<file path="config.mk">
export PLATFORM = sky130hd
export DESIGN_NAME = multibyte_sub_seq
export DESIGN_NICKNAME = d
export VERILOG_FILES = /design/src/rtl/sub_pkg.sv /design/src/rtl/sub8_slice.sv /design/src/rtl/multibyte_sub_seq.sv
export SDC_FILE = /design/constraint.sdc
export NUM_CORES = 1
export LEC_CHECK = 0
export ABC_AREA = 1
export ABC_CLOCK_PERIOD_IN_PS = 2700
export CAP_MARGIN = 0
export CORE_MARGIN = 1
export CORE_UTILIZATION = 48
export DETAILED_ROUTE_END_ITERATION = 7
export HOLD_SLACK_MARGIN = 0.05
export PLACE_DENSITY = 0.77
export SYNTH_ARGS = -nofsm -noshare
export SYNTH_HDL_FRONTEND = slang
export SYNTH_SLANG_ARGS = --single-unit
</file>
<file path="constraint.sdc">
create_clock -name clk -period 2.7 [get_ports clk]
set_input_delay 0.81 -clock clk [delete_from_list [all_inputs] [get_ports clk]]
set_output_delay 0.81 -clock clk [all_outputs]
set_load 0.01 [all_outputs]
</file>
<file path="src/rtl/sub_pkg.sv">
// Shared definitions for the subtractor family: byte width and sequencer state encoding.
package sub_pkg;

    localparam int BYTE_W = 8;

    typedef enum logic [1:0] {
        IDLE,
        RUN,
        DONE
    } sub_state_t;

endpackage

</file>
<file path="src/rtl/sub8_slice.sv">
// One byte of full subtraction: {bout,d} = a - b - bin, with bout taken from the 9th bit.
module sub8_slice
    import sub_pkg::*;
(
    input  logic [BYTE_W-1:0] a,
    input  logic [BYTE_W-1:0] b,
    input  logic              bin,
    output logic [BYTE_W-1:0] d,
    output logic              bout
);

    logic [BYTE_W:0] res;

    assign res  = {1'b0, a} - {1'b0, b} - {{BYTE_W{1'b0}}, bin};
    assign d    = res[BYTE_W-1:0];
    assign bout = res[BYTE_W];

endmodule

</file>
<file path="src/rtl/multibyte_sub_seq.sv">
// Byte-serial wide subtractor: walks one shared sub8_slice across the operands LSB first,
// chaining the borrow, and hands the result out over a valid/ready interface.
module multibyte_sub_seq
    import sub_pkg::*;
#(
    parameter  int NBYTES = 2,
    localparam int W      = NBYTES * BYTE_W
) (
    input  logic         clk,
    input  logic         rst_n,
    input  logic         in_valid,
    output logic         in_ready,
    input  logic [W-1:0] a,
    input  logic [W-1:0] b,
    input  logic         bin,
    input  logic         flush,
    output logic         out_valid,
    input  logic         out_ready,
    output logic [W-1:0] diff,
    output logic         bout,
    output logic         zero
);

    localparam int              IDXW = $clog2(NBYTES) + 1;
    localparam logic [IDXW-1:0] LAST = IDXW'(NBYTES - 1);

    sub_state_t state, state_nxt;

    logic [W-1:0]      a_q, b_q, diff_q, diff_new;
    logic [IDXW-1:0]   idx;
    logic              borrow_q, bout_q, zero_q;
    logic              capture, step, last;
    logic [BYTE_W-1:0] slice_a, slice_b, slice_d;
    logic              slice_bo;

    assign last    = (idx == LAST);
    assign slice_a = a_q[int'(idx)*BYTE_W +: BYTE_W];
    assign slice_b = b_q[int'(idx)*BYTE_W +: BYTE_W];

    sub8_slice u_slice (
        .a    (slice_a),
        .b    (slice_b),
        .bin  (borrow_q),
        .d    (slice_d),
        .bout (slice_bo)
    );

    // zero must reflect the diff as it will be after the final byte lands
    always_comb begin
        diff_new = diff_q;
        diff_new[int'(idx)*BYTE_W +: BYTE_W] = slice_d;
    end

    always_ff @(posedge clk or negedge rst_n) begin
        if (!rst_n) state <= IDLE;
        else        state <= state_nxt;
    end

    // flush overrides every handshake, so it is decoded ahead of the state case
    always_comb begin
        state_nxt = state;
        capture   = 1'b0;
        step      = 1'b0;
        if (flush) begin
            state_nxt = IDLE;
        end else begin
            case (state)
                IDLE: if (in_valid) begin
                    capture   = 1'b1;
                    state_nxt = RUN;
                end
                RUN: begin
                    step = 1'b1;
                    if (last) state_nxt = DONE;
                end
                DONE: if (out_ready) state_nxt = IDLE;
                default: state_nxt = IDLE;
            endcase
        end
    end

    always_ff @(posedge clk or negedge rst_n) begin
        if (!rst_n) begin
            a_q      <= '0;
            b_q      <= '0;
            diff_q   <= '0;
            idx      <= '0;
            borrow_q <= 1'b0;
            bout_q   <= 1'b0;
            zero_q   <= 1'b0;
        end else if (flush) begin
            idx      <= '0;
            borrow_q <= 1'b0;
        end else if (capture) begin
            a_q      <= a;
            b_q      <= b;
            borrow_q <= bin;
            idx      <= '0;
        end else if (step) begin
            diff_q   <= diff_new;
            borrow_q <= slice_bo;
            if (last) begin
                bout_q <= slice_bo;
                zero_q <= (diff_new == '0);
            end else begin
                idx <= idx + 1'b1;
            end
        end
    end

    assign in_ready  = (state == IDLE);
    assign out_valid = (state == DONE);
    assign diff      = diff_q;
    assign bout      = bout_q;
    assign zero      = zero_q;

endmodule
</file>
A small window of the routed layout:
Window x 27 to 57, y 44 to 74 um. Cells in grey, sequential cells in the stronger grey; small squares are vias.
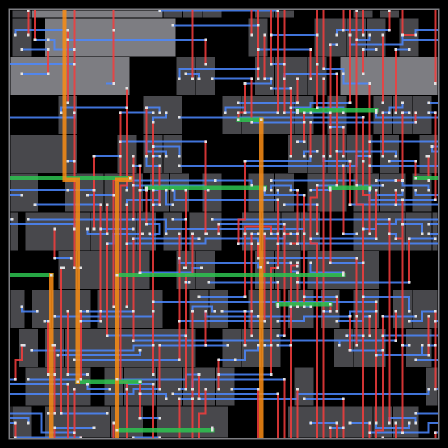
Blue marks M1. Green marks M3. Orange marks M4. Red marks M2.
Netlist names of flops here include diff (2), a_q (1). Most frequent: nand2_1 (35), inv_1 (14), nand3_1 (11). Sequential cells in the window: 3. 97 logic cells have their middle in the window.

Signal wires on met1:
(4 px per um) Supply wires on this layer in grey.
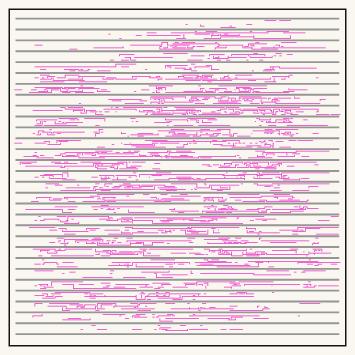
The layer holds 46% of the routed length. 506 nets have wire on it. The wires run mostly horizontal. The longest straight run is 24.4 um.
met1 Resource Use GR: 0.308
routed vias: 2933
wirelength, routed: 7680 um

Gate families picked out:
(6 px per um)
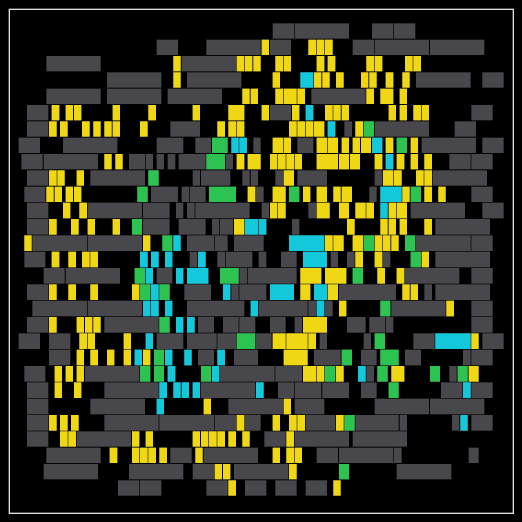
Green marks aoi and oai cells, cells 36, most used o21ai_0. Cyan marks nor cells, cells 49, most used nor2_1. Yellow marks nand cells, cells 221, most used nand2_1, where spread over the die.
fraction of area in multi-input gates: 0.401
Commonest Layout Cell: nand2_1
post-route insts no fill: 585

Track usage over the die:
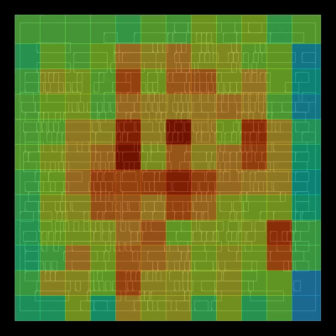
routed len/inst: 13.1 um
met2 Use GR: 0.393
Total GRT Usage: 0.234
gr busiest metal: met2

==> out/metrics.csv <==
metric,value,unit
finalClockSkew,10.6,ps
synth_seq_share,0.429,
place_ws,42.9,ps
status,completed,
cts_sinks,55,
ant_nets,0,
yosysWarningCount,0,
reg2regPathDepth,17,
root_buffer,clkbuf_8,
finalMaxSlewViolations,0,
clk_pin_slew_worst_paths,100,ps
slew_headroom,0.627,
ir_worst_vdd,560,uV
grt_pass1_wl,13200,um
hold_buffers,0,
log.warning_count,30,
cp.depth,17,
drv_cap,0,
power,3860,uW
cp.arrival,2940,ps
post_dp_cell_area,3890,um2
gr-total-overflow,0,
fp_nets,495,
die-height,83.8,um
first_pass_iters,4,
die_area,7010,um2
place_hpwl,5960,um
n_fill_cell,588,
hold_slack,465,ps
row_count,29,
hold_viol_final,0,
coreArea,6390,um2
[power by group]
| group | internal [uW] | switching [uW] |
|---|---|---|
| combinational | 915 | 1260 |
| clock | 234 | 273 |
| sequential | 1030 | 147 |
[what timing repair did]
item	in CTS	in global routing
resized	3	23
pin swaps	1	14
endpoints found under the setup margin	1	6
setup buffers	0	6
[cell families (layout without fill, tap and decap cells)]
family / Yosys count / count (layout) / share of synthesized area
compound gates: 37 / 37 / 0.0608
flops: 55 / 55 / 0.429
simple gates: 271 / 271 / 0.357
buf+inv: 57 / 126 / 0.0757
fa+ha+maj: 18 / 18 / 0.0749
xor+xnor: 1 / 1 / 0.00273
[cell type report]
class / count / area, um2 / share of cell area
inverter: 43 / 169 / 0.0411
sequential: 55 / 1380 / 0.335
clock buffer: 7 / 96.3 / 0.0234
clock inverter: 1 / 7.51 / 0.00182
multi-input combinational: 327 / 1650 / 0.401
timing repair buffer: 75 / 717 / 0.174
tap: 77 / 96.3 / 0.0234
[synthesized netlist by cell type (all sizes together) (2+ instances only)]
cell / count / area [um2]
buf: 6 / 48.8
dfrtp: 55 / 1380
nand3: 24 / 135
ha: 16 / 200
inv: 41 / 156
a21oi: 3 / 15.0
nand2: 192 / 743
nand4: 4 / 25.0
nor2: 44 / 175
fa: 2 / 40.0
nor3: 5 / 52.6
clkbuf: 8 / 30.0
o21ai: 30 / 150
clkinv: 2 / 7.51
[sequential cells by signal, summed over array words and instances, names as in the netlist]
name,count
borrow_q,1
idx,2
zero,1
bout,1
a_q,16
b_q,16
diff,16
state,2
[routing by layer]
layer | vias up | wire length (um) | GRT usage
met1 | 1352 | 3570 | 0.308
li1 | 1494 | - | -
met4 | 0 | 157 | 0.0832
met3 | 13 | 242 | 0.0356
met2 | 74 | 3710 | 0.393
met5 | - | 0 | 0
[path summary, 6_finish.rpt]
path | slack [ps] | endpoint | start
min in group clk | 490 | b_q[2] | b_q[2]
worst max-delay path | 30 | zero | idx[0]
max in group asynchronous | 1670 | b_q[1] | rst_n
worst min-delay path | 460 | state[0] | rst_n
worst min register to register | 490 | b_q[2] | b_q[2]
worst max register to register | 30 | zero | idx[0]
[per-stage QoR]
step,instances,utilization
2_1_floorplan,439,-
3_3_place_gp,571,0.610
3_5_place_dp,571,0.610
4_1_cts,579,0.627
5_1_grt,585,0.644
6_report,585,0.644
[cell usage in the layout, fill, tap and decap left out, drive strengths merged]
cell type,synthesis,final
dfrtp,55,55
xnor2,1,1
clkbuf,8,7
or2,1,1
nand3,24,24
o21bai,1,1
a31oi,1,1
nand2,192,192
fa,2,2
a21o,1,1
inv,41,40
o21ai,30,30
a32oi,1,1
nor2,44,44
a21oi,3,3
clkdlybuf4s50,0,56
ha,16,16
nor3,5,5
clkinv,2,3
nand3b,1,1
clkinvlp,0,1
buf,6,19
nand4,4,4
Power and IR drop assume default switching activity.
